--- src/rtl/propagate_literal_set.sv ---
// Multi-literal unit-propagation pass: applies a set of literals to a clause array, one clause
// per cycle, compacting survivors and reporting conflict, empty formula and the first unit clause.
module propagate_literal_set #(
    parameter int unsigned MAX_CLAUSES = 16,
    parameter int unsigned MAX_LITS    = 8,
    parameter int unsigned VAR_W       = 6,
    parameter int unsigned NUM_ASSIGN  = 4,
    localparam int unsigned LW = VAR_W + 1,
    localparam int unsigned CW = $clog2(MAX_CLAUSES + 1),
    localparam int unsigned KW = $clog2(MAX_LITS + 1)
) (
    input  logic                                clock,
    input  logic                                reset,
    input  logic                                start,
    input  logic                                abort,
    input  logic [NUM_ASSIGN*LW-1:0]            in_lits,
    input  logic [MAX_CLAUSES*MAX_LITS*LW-1:0]  in_lits_cl,
    input  logic [MAX_CLAUSES*KW-1:0]           in_cl_len,
    input  logic [CW-1:0]                       in_f_len,
    output logic                                busy,
    output logic                                done,
    output logic                                empty_clause,
    output logic [CW-1:0]                       conflict_idx,
    output logic                                empty_formula,
    output logic                                unit_found,
    output logic [LW-1:0]                       unit_lit,
    output logic [MAX_CLAUSES*MAX_LITS*LW-1:0]  out_lits_cl,
    output logic [MAX_CLAUSES*KW-1:0]           out_cl_len,
    output logic [CW-1:0]                       out_f_len
);

    localparam int unsigned IW = (MAX_CLAUSES > 1) ? $clog2(MAX_CLAUSES) : 1;
    localparam int unsigned JW = (MAX_LITS > 1) ? $clog2(MAX_LITS) : 1;

    typedef enum logic {StIdle = 1'b0, StScan = 1'b1} state_e;

    state_e         r_state;
    logic           r_busy;
    logic           r_done;
    logic           r_empty_clause;
    logic           r_empty_formula;
    logic           r_unit_found;
    logic [LW-1:0]  r_unit_lit;
    logic [CW-1:0]  r_conflict_idx;
    logic [CW-1:0]  r_i;
    logic [CW-1:0]  r_f_len;
    logic [CW-1:0]  r_out_f_len;
    logic [LW-1:0]  r_lits     [NUM_ASSIGN];
    logic [LW-1:0]  r_cl       [MAX_CLAUSES][MAX_LITS];
    logic [KW-1:0]  r_cl_len   [MAX_CLAUSES];
    logic [LW-1:0]  r_out_cl   [MAX_CLAUSES][MAX_LITS];
    logic [KW-1:0]  r_out_len  [MAX_CLAUSES];

    logic [LW-1:0]  w_in_lits    [NUM_ASSIGN];
    logic [LW-1:0]  w_in_cl      [MAX_CLAUSES][MAX_LITS];
    logic [KW-1:0]  w_in_cl_len  [MAX_CLAUSES];

    logic [IW-1:0]  w_idx;
    logic [IW-1:0]  w_out_idx;
    logic [KW-1:0]  w_len_raw;
    logic [KW-1:0]  w_len;
    logic [LW-1:0]  w_lit;
    logic [LW-1:0]  w_app;
    logic           w_hit_num;
    logic           w_hit_lit;
    logic           w_sat;
    logic [KW-1:0]  w_cnt;
    logic [LW-1:0]  w_kept [MAX_LITS];
    logic           w_conflict;
    logic [CW-1:0]  w_next_f_len;
    logic           w_last;
    logic           w_clear;

    for (genvar a = 0; a < NUM_ASSIGN; a++) begin : g_in_lits
        assign w_in_lits[a] = in_lits[a*LW +: LW];
    end

    for (genvar c = 0; c < MAX_CLAUSES; c++) begin : g_cl
        assign w_in_cl_len[c]       = in_cl_len[c*KW +: KW];
        assign out_cl_len[c*KW +: KW] = r_out_len[c];
        for (genvar l = 0; l < MAX_LITS; l++) begin : g_lit
            assign w_in_cl[c][l]                          = in_lits_cl[(c*MAX_LITS+l)*LW +: LW];
            assign out_lits_cl[(c*MAX_LITS+l)*LW +: LW]   = r_out_cl[c][l];
        end
    end

    assign busy          = r_busy;
    assign done          = r_done;
    assign empty_clause  = r_empty_clause;
    assign conflict_idx  = r_conflict_idx;
    assign empty_formula = r_empty_formula;
    assign unit_found    = r_unit_found;
    assign unit_lit      = r_unit_lit;
    assign out_f_len     = r_out_f_len;

    assign w_idx     = r_i[IW-1:0];
    assign w_out_idx = r_out_f_len[IW-1:0];
    assign w_len_raw = r_cl_len[w_idx];
    assign w_len     = (w_len_raw > KW'(MAX_LITS)) ? KW'(MAX_LITS) : w_len_raw;

    // Evaluate clause r_i against every applied literal and pack surviving slots from 0.
    always_comb begin
        w_lit     = '0;
        w_app     = '0;
        w_hit_num = 1'b0;
        w_hit_lit = 1'b0;
        w_sat     = 1'b0;
        w_cnt     = '0;
        for (int k = 0; k < MAX_LITS; k++) begin
            w_kept[k] = '0;
        end
        for (int j = 0; j < MAX_LITS; j++) begin
            w_lit     = r_cl[w_idx][j];
            w_hit_num = 1'b0;
            w_hit_lit = 1'b0;
            for (int a = 0; a < NUM_ASSIGN; a++) begin
                w_app = r_lits[a];
                if (w_app[VAR_W-1:0] != '0 && w_app[VAR_W-1:0] == w_lit[VAR_W-1:0]) begin
                    w_hit_num = 1'b1;
                    if (w_app[VAR_W] == w_lit[VAR_W]) begin
                        w_hit_lit = 1'b1;
                    end
                end
            end
            if (j < int'(w_len) && w_lit[VAR_W-1:0] != '0) begin
                if (w_hit_lit) begin
                    w_sat = 1'b1;
                end
                if (!w_hit_num) begin
                    w_kept[w_cnt[JW-1:0]] = w_lit;
                    w_cnt = w_cnt + KW'(1);
                end
            end
        end
    end

    assign w_conflict   = !w_sat && (w_cnt == '0);
    assign w_next_f_len = w_sat ? r_out_f_len : r_out_f_len + CW'(1);
    assign w_last       = (r_i + CW'(1)) == r_f_len;
    assign w_clear      = ((r_state == StIdle) && start) || ((r_state == StScan) && abort);

    always_ff @(posedge clock or negedge reset) begin
        if (!reset) begin
            r_state         <= StIdle;
            r_busy          <= 1'b0;
            r_done          <= 1'b0;
            r_empty_clause  <= 1'b0;
            r_empty_formula <= 1'b0;
            r_unit_found    <= 1'b0;
            r_unit_lit      <= '0;
            r_conflict_idx  <= '0;
            r_i             <= '0;
            r_f_len         <= '0;
            r_out_f_len     <= '0;
            for (int a = 0; a < NUM_ASSIGN; a++) begin
                r_lits[a] <= '0;
            end
            for (int c = 0; c < MAX_CLAUSES; c++) begin
                r_cl_len[c]  <= '0;
                r_out_len[c] <= '0;
                for (int l = 0; l < MAX_LITS; l++) begin
                    r_cl[c][l]     <= '0;
                    r_out_cl[c][l] <= '0;
                end
            end
        end else begin
            r_done <= 1'b0;
            unique case (r_state)
                StIdle: begin
                    if (start) begin
                        r_state  <= StScan;
                        r_busy   <= 1'b1;
                        r_i      <= '0;
                        r_lits   <= w_in_lits;
                        r_cl     <= w_in_cl;
                        r_cl_len <= w_in_cl_len;
                        r_f_len  <= (in_f_len > CW'(MAX_CLAUSES)) ? CW'(MAX_CLAUSES) : in_f_len;
                    end
                end
                StScan: begin
                    if (abort) begin
                        r_state <= StIdle;
                        r_busy  <= 1'b0;
                    end else if (r_i >= r_f_len) begin
                        // Only reachable for an empty input formula.
                        r_state         <= StIdle;
                        r_busy          <= 1'b0;
                        r_done          <= 1'b1;
                        r_empty_formula <= (r_out_f_len == '0);
                    end else if (w_conflict) begin
                        r_state         <= StIdle;
                        r_busy          <= 1'b0;
                        r_done          <= 1'b1;
                        r_empty_clause  <= 1'b1;
                        r_conflict_idx  <= r_i;
                        r_empty_formula <= 1'b0;
                    end else begin
                        if (!w_sat) begin
                            r_out_cl[w_out_idx]  <= w_kept;
                            r_out_len[w_out_idx] <= w_cnt;
                            r_out_f_len          <= w_next_f_len;
                            if (w_cnt == KW'(1) && !r_unit_found) begin
                                r_unit_found <= 1'b1;
                                r_unit_lit   <= w_kept[0];
                            end
                        end
                        r_i <= r_i + CW'(1);
                        if (w_last) begin
                            r_state         <= StIdle;
                            r_busy          <= 1'b0;
                            r_done          <= 1'b1;
                            r_empty_formula <= (w_next_f_len == '0);
                        end
                    end
                end
                default: r_state <= StIdle;
            endcase
            // Placed last so it overrides any result update on a start or abort edge.
            if (w_clear) begin
                r_empty_clause  <= 1'b0;
                r_empty_formula <= 1'b0;
                r_unit_found    <= 1'b0;
                r_unit_lit      <= '0;
                r_conflict_idx  <= '0;
                r_out_f_len     <= '0;
                for (int c = 0; c < MAX_CLAUSES; c++) begin
                    r_out_len[c] <= '0;
                    for (int l = 0; l < MAX_LITS; l++) begin
                        r_out_cl[c][l] <= '0;
                    end
                end
            end
        end
    end

endmodule

--- config.mk ---
export PLATFORM = sky130hd
export DESIGN_NAME = propagate_literal_set
export DESIGN_NICKNAME = d
export VERILOG_FILES = /design/src/rtl/propagate_literal_set.sv
export SDC_FILE = /design/constraint.sdc
export NUM_CORES = 2
export LEC_CHECK = 0
export CORE_AREA = 2 2 760 762
export CTS_BUF_LIST = sky130_fd_sc_hd__clkbuf_2
export CTS_CLUSTER_DIAMETER = 30
export DETAILED_ROUTE_END_ITERATION = 6
export DIE_AREA = 0 0 762 764
export HOLD_SLACK_MARGIN = 0.03
export MAX_ROUTING_LAYER = met4
export PLACE_DENSITY_LB_ADDON = 0.05
export SLEW_MARGIN = 20
export SYNTH_ARGS = -nofsm -noshare
export SYNTH_HDL_FRONTEND = slang
export SYNTH_SLANG_ARGS = --single-unit
--- constraint.sdc ---
create_clock -name clock -period 8.9 [get_ports clock]
set_input_delay 0.89 -clock clock [delete_from_list [all_inputs] [get_ports clock]]
set_output_delay 0.89 -clock clock [all_outputs]
set_load 0.02 [all_outputs]
==> results.py <==
# Flow results
metrics = {
    "critical_path": {
        "startpoint_type": "register",
        "critical_path.max_stage_delay_ps": 570,
        "cp_max_fo": 8,
        "crit_buf_inv": 13,
        "crit_end": "out_lits_cl[592]",
        "worstPathArrival_ps": 10890,
        "cp_data_required_time_ps": 11080,
        "reg2reg_from": "r_i[0]",
    },
    "cts": {
        "cts_htree_levels": 6,
        "postCtsSetupBuffers": 27,
        "cts_tree": "built",
        "ctsHoldBuffers": 3272,
        "ctsResizeCount": 92,
    },
    "synthesis": {
        "syn_nets": 10428,
        "ys.flops": 1981,
        "ys_cells": 9411,
        "top_cell": "nand2_1",
        "enable_flop_cells": 0,
        "top_area_share_pct": 52.42,
        "yosysTopAreaCell": "dfrtp_1",
        "yosys_area_mm2": 0.09456,
        "synth.area.top_cells": "dfrtp_1, nand2_1, mux2i_1, mux4_2, clkbuf_1",
        "top_cells_by_count": "nand2_1, dfrtp_1, mux2i_1",
        "ys_warn_count": 0,
    },
    "place": {
        "dp_hpwl_um": 475800,
        "dp_cells": 18977,
        "place_area_mm2": 0.1287,
        "gp_congestion": 0.8322,
    },
    "final_timing": {
        "holdWs_ps": 407.3,
        "final-hold-violation-count": 0,
        "slew_headroom_pct": 19.62,
        "fin_ws_ps": 192.4,
        "setup_tns_ps": 0,
        "finalSetupViolCount": 0,
        "min_period_ps": 8708,
    },
    "drt": {
        "drt-wirelength-per-cell_um": 26.61,
        "drt_iter0_drc": 4944,
        "viasPerCell": 4.070,
        "drc": 0,
    },
    "flow_run": {
        "warnings": 94,
    },
    "worst_hold_path": {
        "hold_path_class": "input port to register",
    },
    "cells_and_area": {
        "post-route-util_pct": 29.58,
        "fin_cells": 23795,
        "area_delta_synth_final_pct": 79.86,
        "fillers": 60952,
        "combGateArea_mm2": 0.04225,
        "fin_area_mm2": 0.1701,
    },
    "global_routing": {
        "grt_pass1_vias": 102799,
        "gr-total-overflow": 0,
        "grt.total_usage_pct": 21.74,
        "antenna_found_initial": 300,
        "grt_max_degree": 234,
    },
    "die": {
        "die_x_um": 762,
        "dieHeight_um": 764,
    },
    "status": {
        "status": "finished clean",
    },
}
-- registers in the layout, summed over array words and instances, names as in the netlist, 7 cells and up --
register	cells
out_lits_cl	896
r_cl_len	64
r_lits	21
r_cl	896
w_app	7
out_cl_len	64
unit_lit	7
-- layout make-up --
type                    instances  share of cell area, %
diodes                        191                 0.2810
repair buffers               6051                  36.19
clock buffers                 972                  2.860
inverters                      59                 0.1412
clock inverters               290                 0.9512
flip-flops and latches       1981                  29.16
multi-input cells            6664                  24.84
well taps                    7587                  5.581
-- kinds of logic after synthesis --
kind of cell / count (synthesis) / share of synthesized area (%)
adders and majority gates: 20 / 0.2646
xor gates and xnor gates: 204 / 2.007
DFF: 1981 / 52.42
and+or+nand+nor: 4439 / 18.50
AOI/OAI and AO/OA: 496 / 3.774
buffers and inverters: 766 / 4.492
muxes: 1505 / 18.54
-- layer usage --
layer / up-vias / routed length [µm] / global-route usage [%]
met4: 0 / 20730 / 6.253
li1: 44096 / - / -
met5: - / 0 / -
met2: 3070 / 317700 / 37.74
met3: 1021 / 36910 / 4.786
met1: 48656 / 257700 / 25.12
-- cell usage in the layout (no fill, tap or decap), types with 31 or more instances in the layout --
cell type,netlist,routed
a21oi_1,65,56
a22oi_1,49,33
buf_12,0,200
buf_4,38,569
clkbuf_2,0,972
clkdlybuf4s50_1,0,1977
clkinv_1,3,201
clkinv_2,0,34
dfrtp_1,1981,1977
diode_2,0,191
dlygate4sd3_1,0,3271
inv_1,47,39
mux2_2,53,52
mux2i_1,1253,1188
mux2i_4,2,50
mux4_2,188,188
nand2_1,4030,4027
nand3_1,71,65
nor2_1,95,91
nor3_1,32,31
o21ai_0,72,70
o22ai_1,51,46
xnor2_1,142,137
xor2_1,54,52
Fig. 1: met1 routing
Supply wires on this layer in gray.
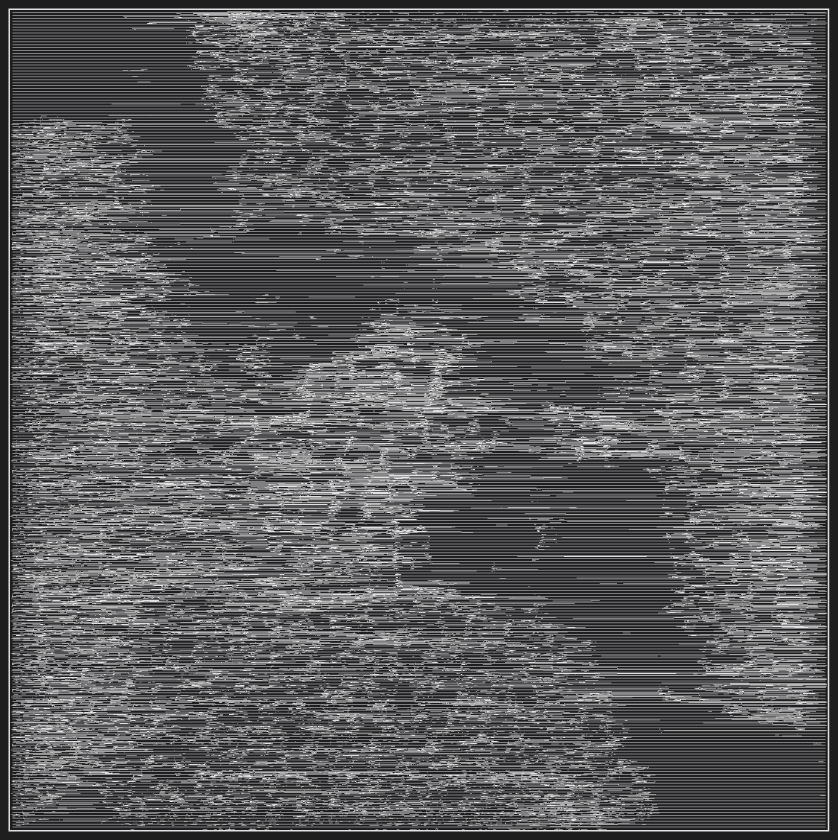
longest straight run	225 µm
share of all routed wire	41%
wire length on this layer	258 mm
nets with wire on the layer	15058

Fig. 2: M2 wires
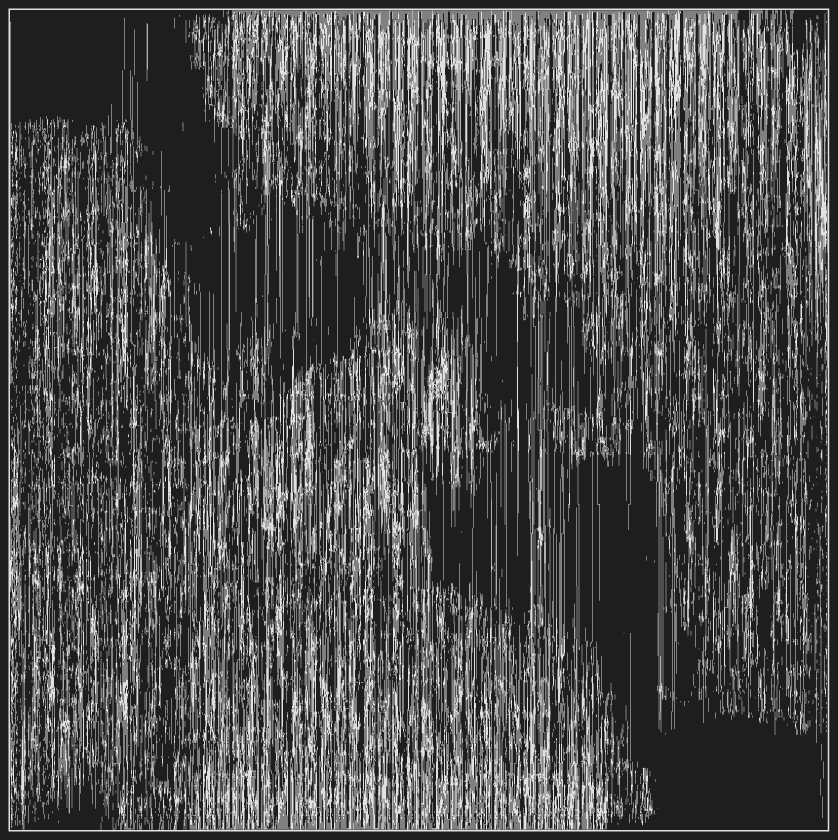
longest straight run	337 µm
nets with wire on the layer	14204
wire length on this layer	318 mm
main direction	vertical
share of all routed wire	50%
GR met2 Demand/Resource: 37.74%
DR vias: 96843
final WL: 633100 µm

Fig. 3: metal 3
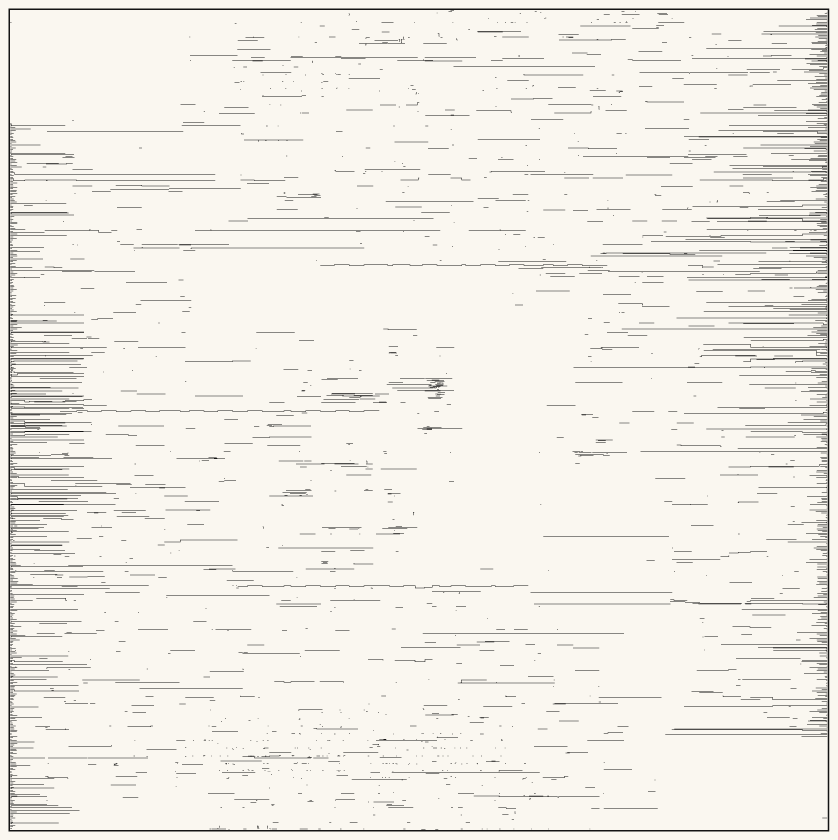
nets with wire on the layer	1570
share of all routed wire	5.8%
wire length on this layer	36.9 mm
main direction	horizontal
longest straight run	228 µm
GR Layer Usage met3: 4.786%

Fig. 4: the metal 4 layer
The bar under the picture is 200 µm long. Supply wires on this layer in gray. Cells faint in the background.
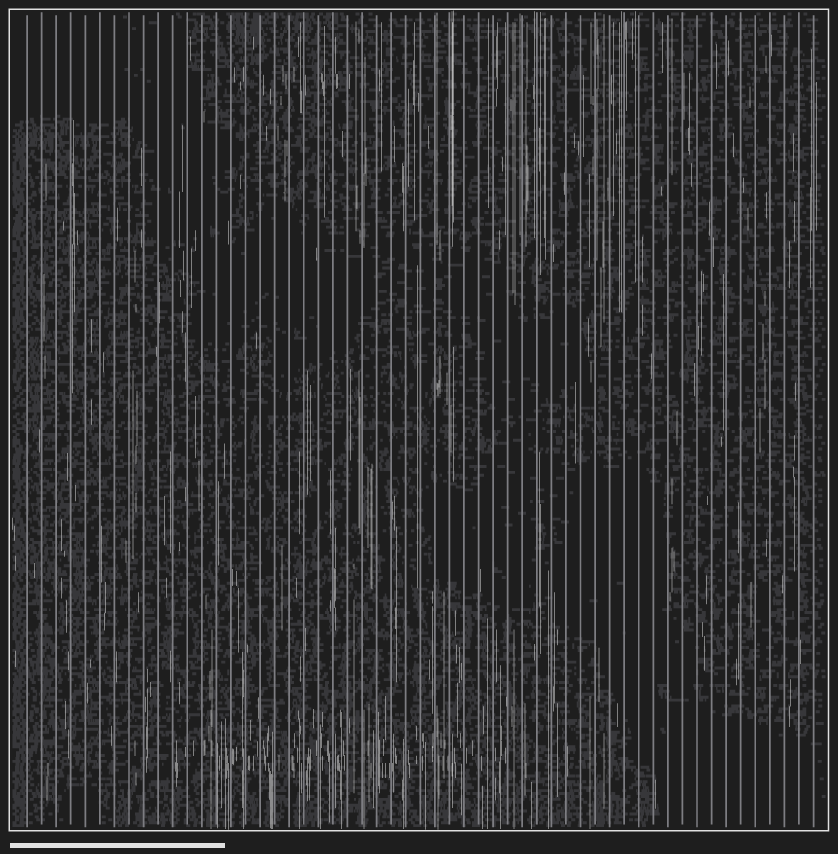
nets with wire on the layer	287
wire length on this layer	20.7 mm
main direction	vertical

Fig. 5: clock routing
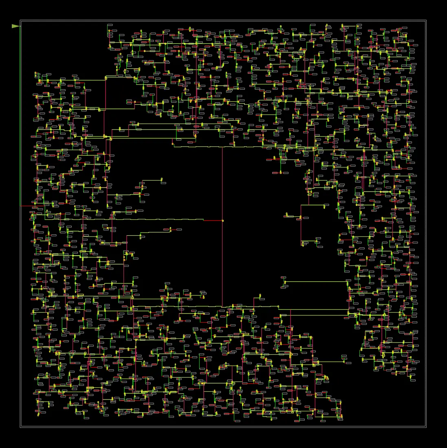
Setup Skew: 351.1 ps
clk sinks: 1981
Late-Pin Clk Latency: 2460 ps
CTS Buf Count: 733

